==> config.mk <==
export PLATFORM = sky130hd
export DESIGN_NAME = nabp_mapper
export DESIGN_NICKNAME = d
export VERILOG_FILES = /design/src/rtl/nabp_mapper.sv
export SDC_FILE = /design/constraint.sdc
export NUM_CORES = 1
export LEC_CHECK = 0
export CAP_MARGIN = 20
export CORE_MARGIN = 2
export CORE_UTILIZATION = 35
export DETAILED_ROUTE_END_ITERATION = 7
export PLACE_DENSITY_LB_ADDON = 0.3
export SYNTH_ARGS = -nofsm -noshare
export SYNTH_HDL_FRONTEND = slang
export SYNTH_SLANG_ARGS = --single-unit
==> constraint.sdc <==
create_clock -name clk -period 3.05 [get_ports clk]
set_input_delay 0.915 -clock clk [delete_from_list [all_inputs] [get_ports clk]]
set_output_delay 0.915 -clock clk [all_outputs]
set_load 0.05 [all_outputs]
==> src/rtl/nabp_mapper.sv <==
// Mapper sequencer: walks PE lines for an angle, waits out LUT latency, streams accumulated addresses.
// Optional build macro NABP_MAPPER_ROUND_EN selects round-half-up instead of floor for the integer part.
module nabp_mapper #(
  parameter int kAngleLength   = 9,
  parameter int kPEWidthLength = 4,
  parameter int NUM_LINES      = 16,
  parameter int MAP_LEN        = 256,
  parameter int ADDR_W         = 8,
  parameter int ACCU_W         = 20,
  parameter int FRAC_W         = 8
) (
  input  logic                      clk,
  input  logic                      reset_n,
  input  logic                      start,
  input  logic [kAngleLength-1:0]   angle,
  output logic                      busy,
  output logic                      done,
  output logic [kAngleLength-1:0]   mp_angle,
  output logic [kPEWidthLength-1:0] mp_line_cnt,
  input  logic [ACCU_W-1:0]         mp_accu_init,
  input  logic [ACCU_W-1:0]         mp_accu_base,
  output logic                      addr_valid,
  input  logic                      addr_ready,
  output logic [ADDR_W-1:0]         addr,
  output logic [kPEWidthLength-1:0] addr_line,
  output logic                      addr_last,
  output logic                      addr_oob
);

  typedef enum logic [1:0] {IDLE, LOOKUP, MAP, DONE} state_t;

  localparam logic [ADDR_W-1:0]         KLAST = ADDR_W'(MAP_LEN - 1);
  localparam logic [kPEWidthLength-1:0] LLAST = kPEWidthLength'(NUM_LINES - 1);
  localparam logic signed [ACCU_W:0]    LIM   = (ACCU_W+1)'(MAP_LEN - 1);
  localparam logic signed [ACCU_W:0]    HALF  = (ACCU_W+1)'(2 ** (FRAC_W - 1));

  state_t                    state, state_n;
  logic [1:0]                wcnt;
  logic [ADDR_W-1:0]         k;
  logic signed [ACCU_W-1:0]  accu, base, accu_n;
  logic                      oob_r, xfer, beat_last, capture;
  logic [ADDR_W:0]           m_init, m_next;

  // Returns {oob, clamped address} for an accumulator value.
  function automatic logic [ADDR_W:0] map_f(input logic signed [ACCU_W-1:0] a);
    logic signed [ACCU_W:0] s;
    s = {a[ACCU_W-1], a};
`ifdef NABP_MAPPER_ROUND_EN
    s = s + HALF;
`endif
    s = s >>> FRAC_W;
    if (s[ACCU_W])   map_f = {1'b1, {ADDR_W{1'b0}}};
    else if (s > LIM) map_f = {1'b1, KLAST};
    else              map_f = {1'b0, s[ADDR_W-1:0]};
  endfunction

  always_comb begin
    xfer      = (state == MAP) && addr_ready;
    beat_last = (k == KLAST);
    accu_n    = accu + base;
    m_init    = map_f(mp_accu_init);
    m_next    = map_f(accu_n);
    capture   = 1'b0;
    state_n   = state;
    case (state)
      IDLE:    if (start) state_n = LOOKUP;
      LOOKUP:  if (wcnt == 2'd1) begin
                 capture = 1'b1;
                 state_n = MAP;
               end
      MAP:     if (xfer && beat_last) state_n = (mp_line_cnt == LLAST) ? DONE : LOOKUP;
      DONE:    state_n = IDLE;
      default: state_n = IDLE;
    endcase
  end

  always_ff @(posedge clk or negedge reset_n) begin
    if (!reset_n) begin
      state       <= IDLE;
      busy        <= 1'b0;
      done        <= 1'b0;
      mp_angle    <= '0;
      mp_line_cnt <= '0;
      wcnt        <= '0;
      k           <= '0;
      accu        <= '0;
      base        <= '0;
      addr        <= '0;
      oob_r       <= 1'b0;
    end else begin
      state <= state_n;
      busy  <= (state_n != IDLE);
      done  <= (state_n == DONE);
      case (state)
        IDLE: if (start) begin
          mp_angle    <= angle;
          mp_line_cnt <= '0;
          wcnt        <= 2'd2;
        end
        LOOKUP: begin
          wcnt <= wcnt - 2'd1;
          if (capture) begin
            accu          <= mp_accu_init;
            base          <= mp_accu_base;
            k             <= '0;
            {oob_r, addr} <= m_init;
          end
        end
        MAP: if (xfer) begin
          accu          <= accu_n;
          k             <= k + 1'b1;
          {oob_r, addr} <= m_next;
          if (beat_last && (mp_line_cnt != LLAST)) begin
            mp_line_cnt <= mp_line_cnt + 1'b1;
            wcnt        <= 2'd2;
          end
        end
        default: ;
      endcase
    end
  end

  assign addr_valid = (state == MAP);
  assign addr_last  = addr_valid && beat_last;
  assign addr_oob   = addr_valid && oob_r;
  assign addr_line  = mp_line_cnt;

endmodule

### Floorplan with the power grid

Scale: 4 px per micron. Pins as bars on the die edge.
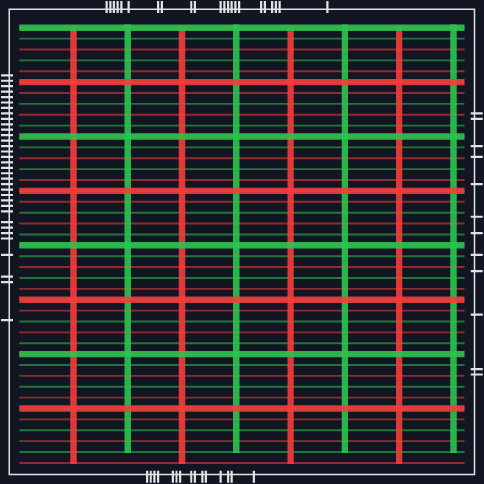
[red] VSS
[green] VDD
met4 straps: 8
rows: 40
signal pins: 83
met1 rails: 41
met5 straps: 8

### Local utilization

Scale: 2 px per micron. The die is cut into 12 by 12 equal tiles; white is low, dark blue is high, 0 to 100% covered.
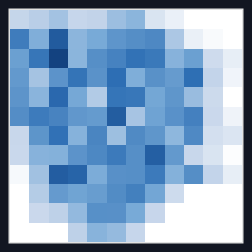
densest ninth of the die: middle
nearly empty tiles: 16%
fullest tile: 93%
tiles over 75% full: 4.9%
emptiest ninth of the die: bottom right
mean over tiles: 41%

### Routing congestion map

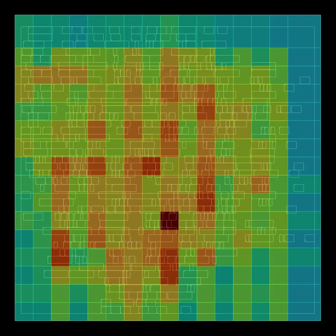
average wire length per cell after detail routing: 15.4 microns
Finished Core Util: 46.8%
met3 Usage GRT: 3.77%

### Metal layers overlaid

Scale: 4 px per micron. Only two layers are drawn.
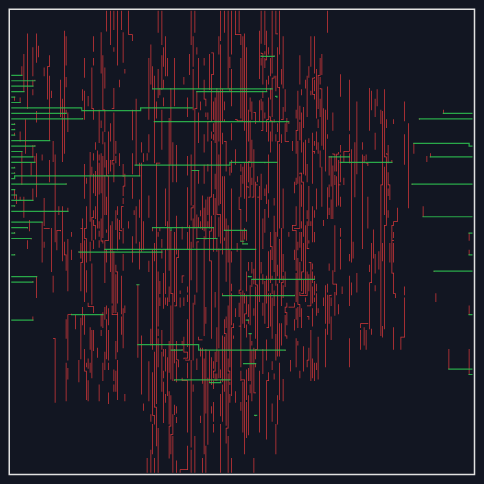
[red] metal 2 | wire length: 5,530 microns
[green] metal 3 | wire length: 653 microns

==> per-stage QoR <==
step                      setup TNS, ps  std cells
after floorplan                       0        487
after global placement                0        719
after detailed placement              0        719
after CTS                             0        735
after global routing              -23.3        735
final                                 0        735
==> critical path, delay by kind of cell, from the launching register on <==
kind,cells,cell delay [ps]
and+or+nand+nor,2,360
adders and majority gates,2,650
DFF,1,380
xor gates and xnor gates,1,140
AOI/OAI and AO/OA,5,1230
==> routing by layer <==
metal / vias to the layer above / routed length [microns] / global-route usage, %
met5: - / 0 / 0
li1: 1858 / - / -
met2: 100 / 5530 / 30.4
met3: 14 / 652 / 3.77
met1: 1806 / 5020 / 23.2
met4: 0 / 142 / 5.00
==> flow_summary.html <==
<h3>Run summary</h3>
<table>
<tr><th>Metric</th><th>Value</th></tr>
<tr><th colspan="2">Finish</th></tr>
<tr><td>Count of antenna diodes in the layout</td><td>0</td></tr>
<tr><td>Final-layout clock buffer total</td><td>10</td></tr>
<tr><td>Number of nets in the finished design</td><td>638</td></tr>
<tr><td>Sequential cell area</td><td>1900 sq um</td></tr>
<tr><td>Layout overhead on the synthesized area</td><td>29.1%</td></tr>
<tr><td>Fraction of layout instances using a drive strength above 1</td><td>8.64%</td></tr>
<tr><td>NonClk Buf Share</td><td>15.7%</td></tr>
<tr><td>Logic share of the area</td><td>between 40 and 50%</td></tr>
<tr><td>Sequential cell area share</td><td>33.6%</td></tr>
<tr><th colspan="2">Synth</th></tr>
<tr><td>Main logic family after synthesis</td><td>simple AND/OR/NAND/NOR gates</td></tr>
<tr><td>Flip-flop and latch count after synthesis</td><td>between 70 and 80</td></tr>
<tr><td>Mux cell area share after synthesis</td><td>under 10%</td></tr>
<tr><td>Synth Seq Share</td><td>a little over two fifths</td></tr>
<tr><td>XORs/XNORs by Area</td><td>4.36%</td></tr>
<tr><td>Cell type with the highest aggregate area in the netlist</td><td>sky130_fd_sc_hd__dfrtp_1</td></tr>
<tr><td>Count of distinct cell types in the synthesized netlist</td><td>58</td></tr>
<tr><td>Flip-flops with a built-in enable</td><td>0</td></tr>
<tr><td>Adder-cell area share of the yosys netlist</td><td>6.73%</td></tr>
<tr><td>Warnings, synthesis</td><td>0</td></tr>
<tr><th colspan="2">Floorplan</th></tr>
<tr><td>Die area</td><td>13,400 sq um</td></tr>
<tr><td>Die span in x</td><td>between 100 and 150 microns</td></tr>
<tr><th colspan="2">Place</th></tr>
<tr><td>Weighted congestion reported at the end of routability-driven placement</td><td>roughly 0.89</td></tr>
<tr><th colspan="2">Global route</th></tr>
<tr><td>Pin count of the biggest net entering global routing</td><td>77</td></tr>
<tr><td>Vias in the first global route</td><td>3,915</td></tr>
<tr><td>Wire length of the first global-routing pass</td><td>approximately 19,000 microns</td></tr>
<tr><td>Number of antenna violations at the first check in global routing</td><td>0</td></tr>
<tr><th colspan="2">Hold path</th></tr>
<tr><td>End of the worst hold path</td><td>wcnt[0]</td></tr>
<tr><th colspan="2">Route</th></tr>
<tr><td>DRC violations left</td><td>0</td></tr>
<tr><td>Average via count per standard cell</td><td>5.14</td></tr>
<tr><td>Detail Route Antenna Nets</td><td>0</td></tr>
<tr><td>Vias after detailed routing</td><td>3,778</td></tr>
<tr><td>Violation count after the first detailed-routing iteration</td><td>167</td></tr>
<tr><th colspan="2">Critical path</th></tr>
<tr><td>Setup crit start</td><td>accu[0]</td></tr>
<tr><td>Critical path peak fanout</td><td>10</td></tr>
<tr><td>Req. time, crit path</td><td>between 3000 and 4000 ps</td></tr>
<tr><td>Critical path endpoint category</td><td>register</td></tr>
<tr><td>Slowest stage cell on the critical path</td><td>sky130_fd_sc_hd__fa_1</td></tr>
<tr><th colspan="2">Pwr</th></tr>
<tr><td>Reported combinational group power</td><td>4.35 mW</td></tr>
<tr><td>Total power draw</td><td>7.16 mW</td></tr>
<tr><td>Sw Pwr</td><td>3.38 mW</td></tr>
<tr><td>Leakage component of the power</td><td>2.49 nW</td></tr>
<tr><th colspan="2">Clock network</th></tr>
<tr><td>Clock tree sinks</td><td>76</td></tr>
<tr><td>Buffer depth of the longest clock path</td><td>2</td></tr>
<tr><td>Post_cts resized</td><td>0</td></tr>
<tr><td>Post-CTS repair timing setup buffer count</td><td>0</td></tr>
<tr><td>Clock tree from TritonCTS</td><td>done</td></tr>
<tr><th colspan="2">Job</th></tr>
<tr><td>Total tool warning count</td><td>26</td></tr>
<tr><th colspan="2">Timing</th></tr>
<tr><td>Final critical-path share of the clock period</td><td>94.5%</td></tr>
<tr><th colspan="2">Outcome</th></tr>
<tr><td>Result of the run</td><td>complete, no violations</td></tr>
</table>
Power and IR drop assume default switching activity.
